## src/rtl/mem_lsu.sv

```systemverilog
// Memory stage between execute and writeback: one-cycle pipeline register for ALU results,
// plus a req/ack transaction against a variable-latency DMEM with byte lanes and a timeout abort.
module mem_lsu #(
  parameter int unsigned DMEM_ADDR_WIDTH = 12,
  parameter int unsigned DMEM_WORD_WIDTH = 16,
  parameter int unsigned IALU_WORD_WIDTH = 16,
  parameter int unsigned PMEM_WORD_WIDTH = 16,
  parameter int unsigned REG_IDX_WIDTH   = 4,
  parameter int unsigned DMEM_TIMEOUT    = 15,
  localparam int unsigned NB     = DMEM_WORD_WIDTH / 8,
  localparam int unsigned BSEL_W = (NB > 1) ? $clog2(NB) : 1
) (
  input  logic                       clock,
  input  logic                       reset,
  input  logic                       in_valid,
  output logic                       out_ready,
  input  logic                       in_act_load_dmem,
  input  logic                       in_act_store_dmem,
  input  logic                       in_act_write_res_to_reg,
  input  logic                       in_size_byte,
  input  logic                       in_sign_ext,
  input  logic [DMEM_ADDR_WIDTH-1:0] in_addr,
  input  logic [BSEL_W-1:0]          in_byte_sel,
  input  logic [DMEM_WORD_WIDTH-1:0] in_wr_word,
  input  logic [IALU_WORD_WIDTH-1:0] in_res,
  input  logic [REG_IDX_WIDTH-1:0]   in_res_reg_idx,
  input  logic [PMEM_WORD_WIDTH-1:0] in_instr,
  output logic                       out_mem_req,
  output logic                       out_mem_we,
  output logic [DMEM_ADDR_WIDTH-1:0] out_mem_addr,
  output logic [DMEM_WORD_WIDTH-1:0] out_mem_wr_word,
  output logic [NB-1:0]              out_mem_byte_en,
  input  logic                       in_mem_ack,
  input  logic [DMEM_WORD_WIDTH-1:0] in_mem_rd_word,
  output logic                       out_valid,
  output logic                       out_act_write_res_to_reg,
  output logic [IALU_WORD_WIDTH-1:0] out_res,
  output logic [REG_IDX_WIDTH-1:0]   out_res_reg_idx,
  output logic [PMEM_WORD_WIDTH-1:0] out_instr,
  output logic                       out_err
);

  typedef enum logic {IDLE = 1'b0, WAIT = 1'b1} state_e;

  state_e                     state_q, state_d;
  logic [7:0]                 cnt_q, cnt_d;
  logic                       req_q, req_d;
  logic                       we_q, we_d;
  logic [DMEM_ADDR_WIDTH-1:0] addr_q, addr_d;
  logic [DMEM_WORD_WIDTH-1:0] wdata_q, wdata_d;
  logic [NB-1:0]              ben_q, ben_d;
  logic                       cap_byte_q, cap_byte_d;
  logic                       cap_sign_q, cap_sign_d;
  logic [BSEL_W-1:0]          cap_sel_q, cap_sel_d;
  logic                       cap_wr_q, cap_wr_d;
  logic [REG_IDX_WIDTH-1:0]   cap_idx_q, cap_idx_d;
  logic [PMEM_WORD_WIDTH-1:0] cap_instr_q, cap_instr_d;
  logic                       valid_q, valid_d;
  logic                       wr_q, wr_d;
  logic                       err_q, err_d;
  logic [IALU_WORD_WIDTH-1:0] res_q, res_d;
  logic [REG_IDX_WIDTH-1:0]   idx_q, idx_d;
  logic [PMEM_WORD_WIDTH-1:0] instr_q, instr_d;

  logic [DMEM_WORD_WIDTH-1:0] rd_shift;
  logic [7:0]                 rd_lane;
  logic [IALU_WORD_WIDTH-1:0] load_data;
  logic [7:0]                 cnt_inc;

  // Lane select and sign/zero extension of the read word
  assign rd_shift  = in_mem_rd_word >> {cap_sel_q, 3'b000};
  assign rd_lane   = rd_shift[7:0];
  assign load_data = cap_byte_q ? {{(IALU_WORD_WIDTH-8){rd_lane[7] & cap_sign_q}}, rd_lane}
                                : IALU_WORD_WIDTH'(in_mem_rd_word);
  assign cnt_inc   = 8'(cnt_q + 8'd1);

  always_comb begin
    state_d     = state_q;
    cnt_d       = cnt_q;
    req_d       = req_q;
    we_d        = we_q;
    addr_d      = addr_q;
    wdata_d     = wdata_q;
    ben_d       = ben_q;
    cap_byte_d  = cap_byte_q;
    cap_sign_d  = cap_sign_q;
    cap_sel_d   = cap_sel_q;
    cap_wr_d    = cap_wr_q;
    cap_idx_d   = cap_idx_q;
    cap_instr_d = cap_instr_q;
    valid_d     = 1'b0;
    wr_d        = 1'b0;
    err_d       = 1'b0;
    res_d       = res_q;
    idx_d       = idx_q;
    instr_d     = instr_q;

    case (state_q)
      IDLE: begin
        if (in_valid) begin
          if (in_act_load_dmem && in_act_store_dmem) begin
            valid_d = 1'b1;
            err_d   = 1'b1;
            res_d   = in_res;
            idx_d   = in_res_reg_idx;
            instr_d = in_instr;
          end else if (in_act_load_dmem || in_act_store_dmem) begin
            state_d     = WAIT;
            cnt_d       = 8'd0;
            req_d       = 1'b1;
            we_d        = in_act_store_dmem;
            addr_d      = in_addr;
            wdata_d     = in_size_byte ? {NB{in_wr_word[7:0]}} : in_wr_word;
            ben_d       = (in_size_byte && in_act_store_dmem) ? (NB'(1) << in_byte_sel) : '1;
            cap_byte_d  = in_size_byte;
            cap_sign_d  = in_sign_ext;
            cap_sel_d   = in_byte_sel;
            cap_wr_d    = in_act_write_res_to_reg;
            cap_idx_d   = in_res_reg_idx;
            cap_instr_d = in_instr;
          end else begin
            valid_d = 1'b1;
            wr_d    = in_act_write_res_to_reg;
            res_d   = in_res;
            idx_d   = in_res_reg_idx;
            instr_d = in_instr;
          end
        end
      end
      WAIT: begin
        // Ack takes priority over a coincident timeout
        if (in_mem_ack) begin
          state_d = IDLE;
          req_d   = 1'b0;
          valid_d = 1'b1;
          idx_d   = cap_idx_q;
          instr_d = cap_instr_q;
          if (we_q) begin
            res_d = '0;
          end else begin
            res_d = load_data;
            wr_d  = cap_wr_q;
          end
        end else if (cnt_inc == 8'(DMEM_TIMEOUT)) begin
          state_d = IDLE;
          req_d   = 1'b0;
          valid_d = 1'b1;
          err_d   = 1'b1;
          idx_d   = cap_idx_q;
          instr_d = cap_instr_q;
        end else begin
          cnt_d = cnt_inc;
        end
      end
      default: state_d = IDLE;
    endcase
  end

  always_ff @(posedge clock or negedge reset) begin
    if (!reset) begin
      state_q     <= IDLE;
      cnt_q       <= '0;
      req_q       <= 1'b0;
      we_q        <= 1'b0;
      addr_q      <= '0;
      wdata_q     <= '0;
      ben_q       <= '0;
      cap_byte_q  <= 1'b0;
      cap_sign_q  <= 1'b0;
      cap_sel_q   <= '0;
      cap_wr_q    <= 1'b0;
      cap_idx_q   <= '0;
      cap_instr_q <= '0;
      valid_q     <= 1'b0;
      wr_q        <= 1'b0;
      err_q       <= 1'b0;
      res_q       <= '0;
      idx_q       <= '0;
      instr_q     <= '0;
    end else begin
      state_q     <= state_d;
      cnt_q       <= cnt_d;
      req_q       <= req_d;
      we_q        <= we_d;
      addr_q      <= addr_d;
      wdata_q     <= wdata_d;
      ben_q       <= ben_d;
      cap_byte_q  <= cap_byte_d;
      cap_sign_q  <= cap_sign_d;
      cap_sel_q   <= cap_sel_d;
      cap_wr_q    <= cap_wr_d;
      cap_idx_q   <= cap_idx_d;
      cap_instr_q <= cap_instr_d;
      valid_q     <= valid_d;
      wr_q        <= wr_d;
      err_q       <= err_d;
      res_q       <= res_d;
      idx_q       <= idx_d;
      instr_q     <= instr_d;
    end
  end

  assign out_ready                = (state_q == IDLE);
  assign out_mem_req              = req_q;
  assign out_mem_we               = we_q;
  assign out_mem_addr             = addr_q;
  assign out_mem_wr_word          = wdata_q;
  assign out_mem_byte_en          = ben_q;
  assign out_valid                = valid_q;
  assign out_act_write_res_to_reg = wr_q;
  assign out_err                  = err_q;
  assign out_res                  = res_q;
  assign out_res_reg_idx          = idx_q;
  assign out_instr                = instr_q;

endmodule

```

## config.mk

```make
export PLATFORM = sky130hd
export DESIGN_NAME = mem_lsu
export DESIGN_NICKNAME = d
export VERILOG_FILES = /design/src/rtl/mem_lsu.sv
export SDC_FILE = /design/constraint.sdc
export NUM_CORES = 1
export LEC_CHECK = 0
export CAP_MARGIN = 20
export CORE_MARGIN = 2
export CORE_UTILIZATION = 46
export CTS_BUF_LIST = sky130_fd_sc_hd__clkbuf_4 sky130_fd_sc_hd__clkbuf_8 sky130_fd_sc_hd__clkbuf_16
export DETAILED_ROUTE_END_ITERATION = 7
export PLACE_DENSITY = 0.81
export SYNTH_ARGS = -nofsm -noshare
export SYNTH_HDL_FRONTEND = slang
export SYNTH_SLANG_ARGS = --single-unit
```

## constraint.sdc

```tcl
create_clock -name clock -period 3.26 [get_ports clock]
set_clock_uncertainty 0.2 [all_clocks]
set_input_delay 0.652 -clock clock [delete_from_list [all_inputs] [get_ports clock]]
set_output_delay 0.652 -clock clock [all_outputs]
set_load 0.02 [all_outputs]
```

### Gate families picked out

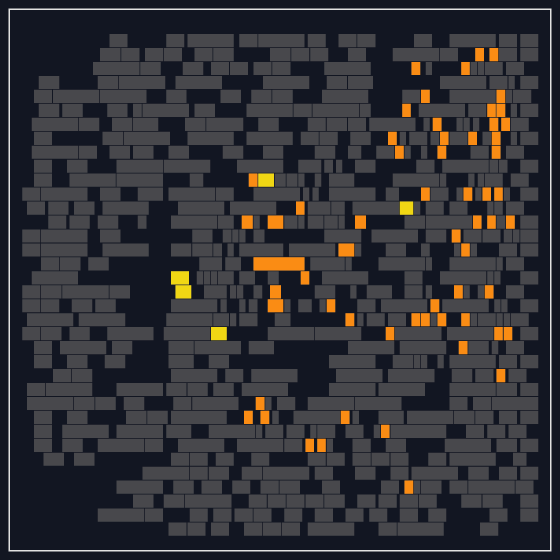
Key: aoi and oai cells = orange [cells 60]; non-inverting ao/oa cells = yellow [cells 5]

### Metal layers overlaid

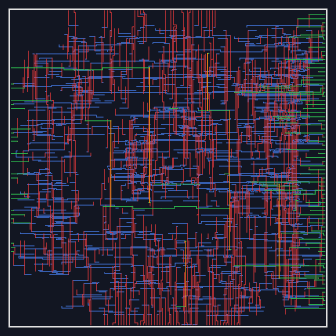
Key: metal 1 = blue [wire length 4730 µm]; metal 3 = green [wire length 776 µm]; metal 4 = orange [wire length 192 µm]; metal 2 = red [wire length 5680 µm]

### Nets reached from selected ports

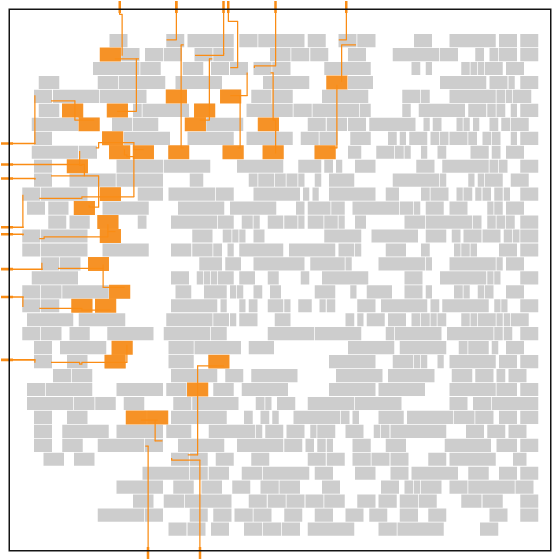
Key: `in_instr` = orange [bits 16, direction input, edge 8 left, 6 top, 2 bottom, end cells 32, buffers 16, wire 458 µm]

==> notes.md <==
Flow results follow.

The area recorded from the Yosys report for this design is 4720 µm². The final critical path time including I/O delays and setup is roughly 2.6 ns. The quantity of hold-fixing buffers added after cts is 0.

Yosys printed 0 warnings. The path category of the worst min-delay check is input pin to async pin. The synthesis stat section lists a flop and latch total of between 100 and 150.

The required time of the worst setup path is 3.31 ns. In the final timing run, aggregate negative setup slack is 0 ns. In the synthesized netlist, the number of instances is approximately 400. The via count of the first global-routing pass is approximately 3.7k. The cell type contributing the most total cell area after synthesis is dfrtp_1. The most used flip-flop cell after synthesis is dfrtp_1. Per the final report, max-transition violations number 0.

The instance area after placement is between 6000 and 7000 µm². Per the synthesis report, the single largest cell type by area occupies a little under three fifths of cell area. For the completed layout, the total cell area is recorded as 6690 µm².

The sequential cell area fraction in the yosys report is a little under three fifths. During I/O placement, the number of pins put on the boundary was roughly 160. The number of distinct library cell variants in the gate-level netlist after synthesis is 37. The initial detailed-routing violation count is 177. The number of maximum-capacitance violations recorded for the run is 0. The die width is around 110 µm. Summed over all nets, the half-perimeter wirelength after detailed placement is between 8000 and 9000 µm. The critical-path maximum fanout is 20.

The total vias in the final route is 3602. The post-cts resize count is 0. The placement summary gives the final routability congestion estimate as 0.862.

The synthesis report gives the async set-or-reset register share as 100%. The leakage power is 2.75 nW. The post-synthesis instance area is roughly 4700 µm². The floorplan step set the die height to ~110 µm.

The actual slew at the worst max-slew pin is between 0.6 and 0.7 ns. In this run the critical path is formed by ha_1 -> xnor2_1 -> nor4b_4 -> a41oi_4 -> a21oi_2 -> buf_4 -> mux2_2. The region available for standard cell placement spans 9860 µm². The maximum number of pins on one net before global-route repair is between 50 and 60.

The total die size is between 10000 and 15000 µm². Ranked by instance count, the synthesized netlist is headed by 104 x dfrtp_1, 89 x mux2_2, 37 x nand2_1, 35 x a21oi_1, 32 x nor2_1. The startpoint of the most critical register-to-register path is cnt_q[0]. For this design, Yosys synthesis ends with a cell count of 396. The insertion delay to the later sink of the worst-skew pair is 0.36 ns. The count of filler cells inserted in the layout is 777. The number of nets handed over by synthesis was 490. Counting the buffers created by CTS gives 9. The peak per-stage delay on the critical path is approximately 0.44 ns. The maximum count of clock buffers along a single path is 2. The flow ran to the end, and the final reports show no timing, DRC or antenna violations. The mean instance size in the synthesized netlist is 11.9 µm².

Summing over the stages, the warning tally comes to 28. The cell at the root of the clock tree is clkbuf_8. The share of the core area taken by cells at floorplan is a little under half.

The worst setup path is captured at a register. The clock drives around 100 sinks. The sum of routed wire length over all layers is between 10000 and 15000 µm. TritonRoute reported its final design rule violation total as 0.

The initial antenna violation count is 0. Dividing the detail-routed via count by the number of cells gives ~5.2. The number of setup buffers added after CTS is 0. The final timing report counts setup violations totalling 0. The highest clock rate is 0.388 GHz. Per the detail_route report, routed wire per instance is between 15 and 20 µm.

Per the slew report, the remaining headroom to the max-slew limit stands at a little over half. The count of input and output buffers is approximately 160. The total power is between 4 and 5 mW. The maximum ir drop on the vdd rail is ~0.33 mV. TritonCTS built the clock tree. The script computed a power per unit cell area of approximately 670 nW/µm². The number of routed nets with antenna violations is 0. The library cell contributing the largest single delay on the critical path is dfrtp_1. The most frequent cell after synthesis is dfrtp_1.

The launching instance or port of the critical path is cnt_q[0]. The final count of hold timing violations is 0. STA puts the critical path data arrival time at 2.63 ns.

The wire length of the first global-routing pass is 18500 µm. For reference, the top cells by area after synthesis are dfrtp_1 55%, mux2_2 21%, a21oi_1 3.7%, nand2_1 2.9%, nor2_1 2.5%. The final net count is between 600 and 700. On the reported timing paths, the clock transition at the registers reads 0.09 ns. In this run the number of H-tree levels came out at 3.

Across every metal layer, demand over resource in global routing totals 21.1%. The antenna diode count is 0. From synthesis to final layout, the design area changed by 41.9%. The overall overflow remaining after global route is 0. Setup repair after global routing left no endpoint under its margin. Yosys mapped a number of flops with a built-in enable equal to 0. The worst setup path is launched from a register. According to the floorplan log, the row count is 36.

The proportion of layout cells with a drive suffix above 1 is between 20% and 30%. The critical path start-end classification is register to register. The number of iterations in the first detailed-routing pass is 4.

The portion of the clock cycle consumed by the worst path in the final layout is 79.1%.
==> placed cells by master (no fill, tap or decap) <==
master           synthesis  layout
mux2i_1                  8       8
nor4b_4                  1       1
nand2b_1                 3       3
a21oi_1                 35      35
nand4b_1                 1       1
clkinvlp_4               0       1
xnor2_1                  5       5
a21oi_2                  1       1
nand3_2                  1       1
nand4_1                  1       1
a41oi_1                  1       1
clkbuf_8                 1      10
nor3b_4                  0       1
nor3_1                   2       2
clkinv_1                 1       1
a32o_1                   1       1
ha_1                     4       4
a21o_2                   3       3
buf_4                    0       6
o22ai_1                  2       2
clkinv_2                 0       3
nand3_1                 10      10
inv_1                    5       5
o32ai_1                  1       1
nor3_2                   1       1
nor2_1                  32      32
a31oi_1                  1       1
mux2_2                  89      89
a21o_1                   1       1
buf_12                   0       2
xor2_1                   1       1
bufinv_16                0       2
nand2_1                 37      37
nand3b_1                 1       1
o21ai_0                 18      18
a41oi_4                  1       1
clkdlybuf4s50_1          0     160
nor2b_1                  1       1
dfrtp_1                104     104
==> path summary, 6_finish.rpt <==
| kind | depth (start not counted) | endpoint | slack [ns] |
|---|---|---|---|
| hold reg to reg | 2 | out_res[0] | 0.29 |
| setup / recovery | 7 | out_res_reg_idx[1] | 0.68 |
| setup reg to reg | 7 | out_res_reg_idx[1] | 0.68 |
| hold / removal | 1 | out_mem_addr[10] | 0.11 |
| max in group asynchronous | 2 | cnt_q[6] | 2.00 |
| min in group clock | 2 | out_res[0] | 0.29 |
==> power breakdown <==
| part | total (mW) | switching [mW] | internal (mW) |
|---|---|---|---|
| registers | 1.86 | 0.219 | 1.64 |
| clock network | 0.884 | 0.434 | 0.450 |
| logic | 1.72 | 0.803 | 0.913 |
==> area by class of cell <==
cell class / instances / area, µm² / share of cell area (%)
multi-input combinational: 264 / 2000 / 29.8
sequential: 104 / 2600 / 38.9
timing repair buffer: 168 / 1690 / 25.2
inverter: 6 / 22.5 / 0.336
clock buffer: 10 / 138 / 2.06
tap: 133 / 166 / 2.49
clock inverter: 6 / 82.6 / 1.23
==> worst max-delay path, delay by kind of cell (launching register included) <==
kind	cells	cell delay (ns)
compound gates	2	0.35
xor+xnor	1	0.18
fa+ha+maj	1	0.26
buf+inv	1	0.28
flops	1	0.44
mux	1	0.37
simple gates	1	0.36
==> routing by layer <==
metal | track usage [%] | vias up | share of wire (%)
li1 | - | 1705 | -
met1 | 26.5 | 1755 | 42
met2 | 35.7 | 128 | 50
met3 | 4.14 | 14 | 6.8
met4 | 8.29 | 0 | 1.7
met5 | 0 | - | 0
==> cell families after synthesis <==
group,count (synthesis),synth area share [%]
xor+xnor,6,1.11
fa+ha+maj,4,1.06
mux,97,23.0
buf+inv,28,2.63
flops,104,55.2
simple gates,92,8.97
compound gates,65,8.09
==> metrics by stage <==
stage | hold slack (ns) | cells | util (%) | worst slack, ns
floorplan | 0.156 | 396 | - | 0.923
global placement | 0.265 | 675 | 65.6 | 0.442
detailed placement | 0.272 | 675 | 65.6 | 0.374
CTS | 0.133 | 691 | 67.9 | 0.657
global route | 0.154 | 691 | 67.9 | 0.525
finish | 0.112 | 691 | 67.9 | 0.683
Power is estimated from default activity; no workload was simulated.
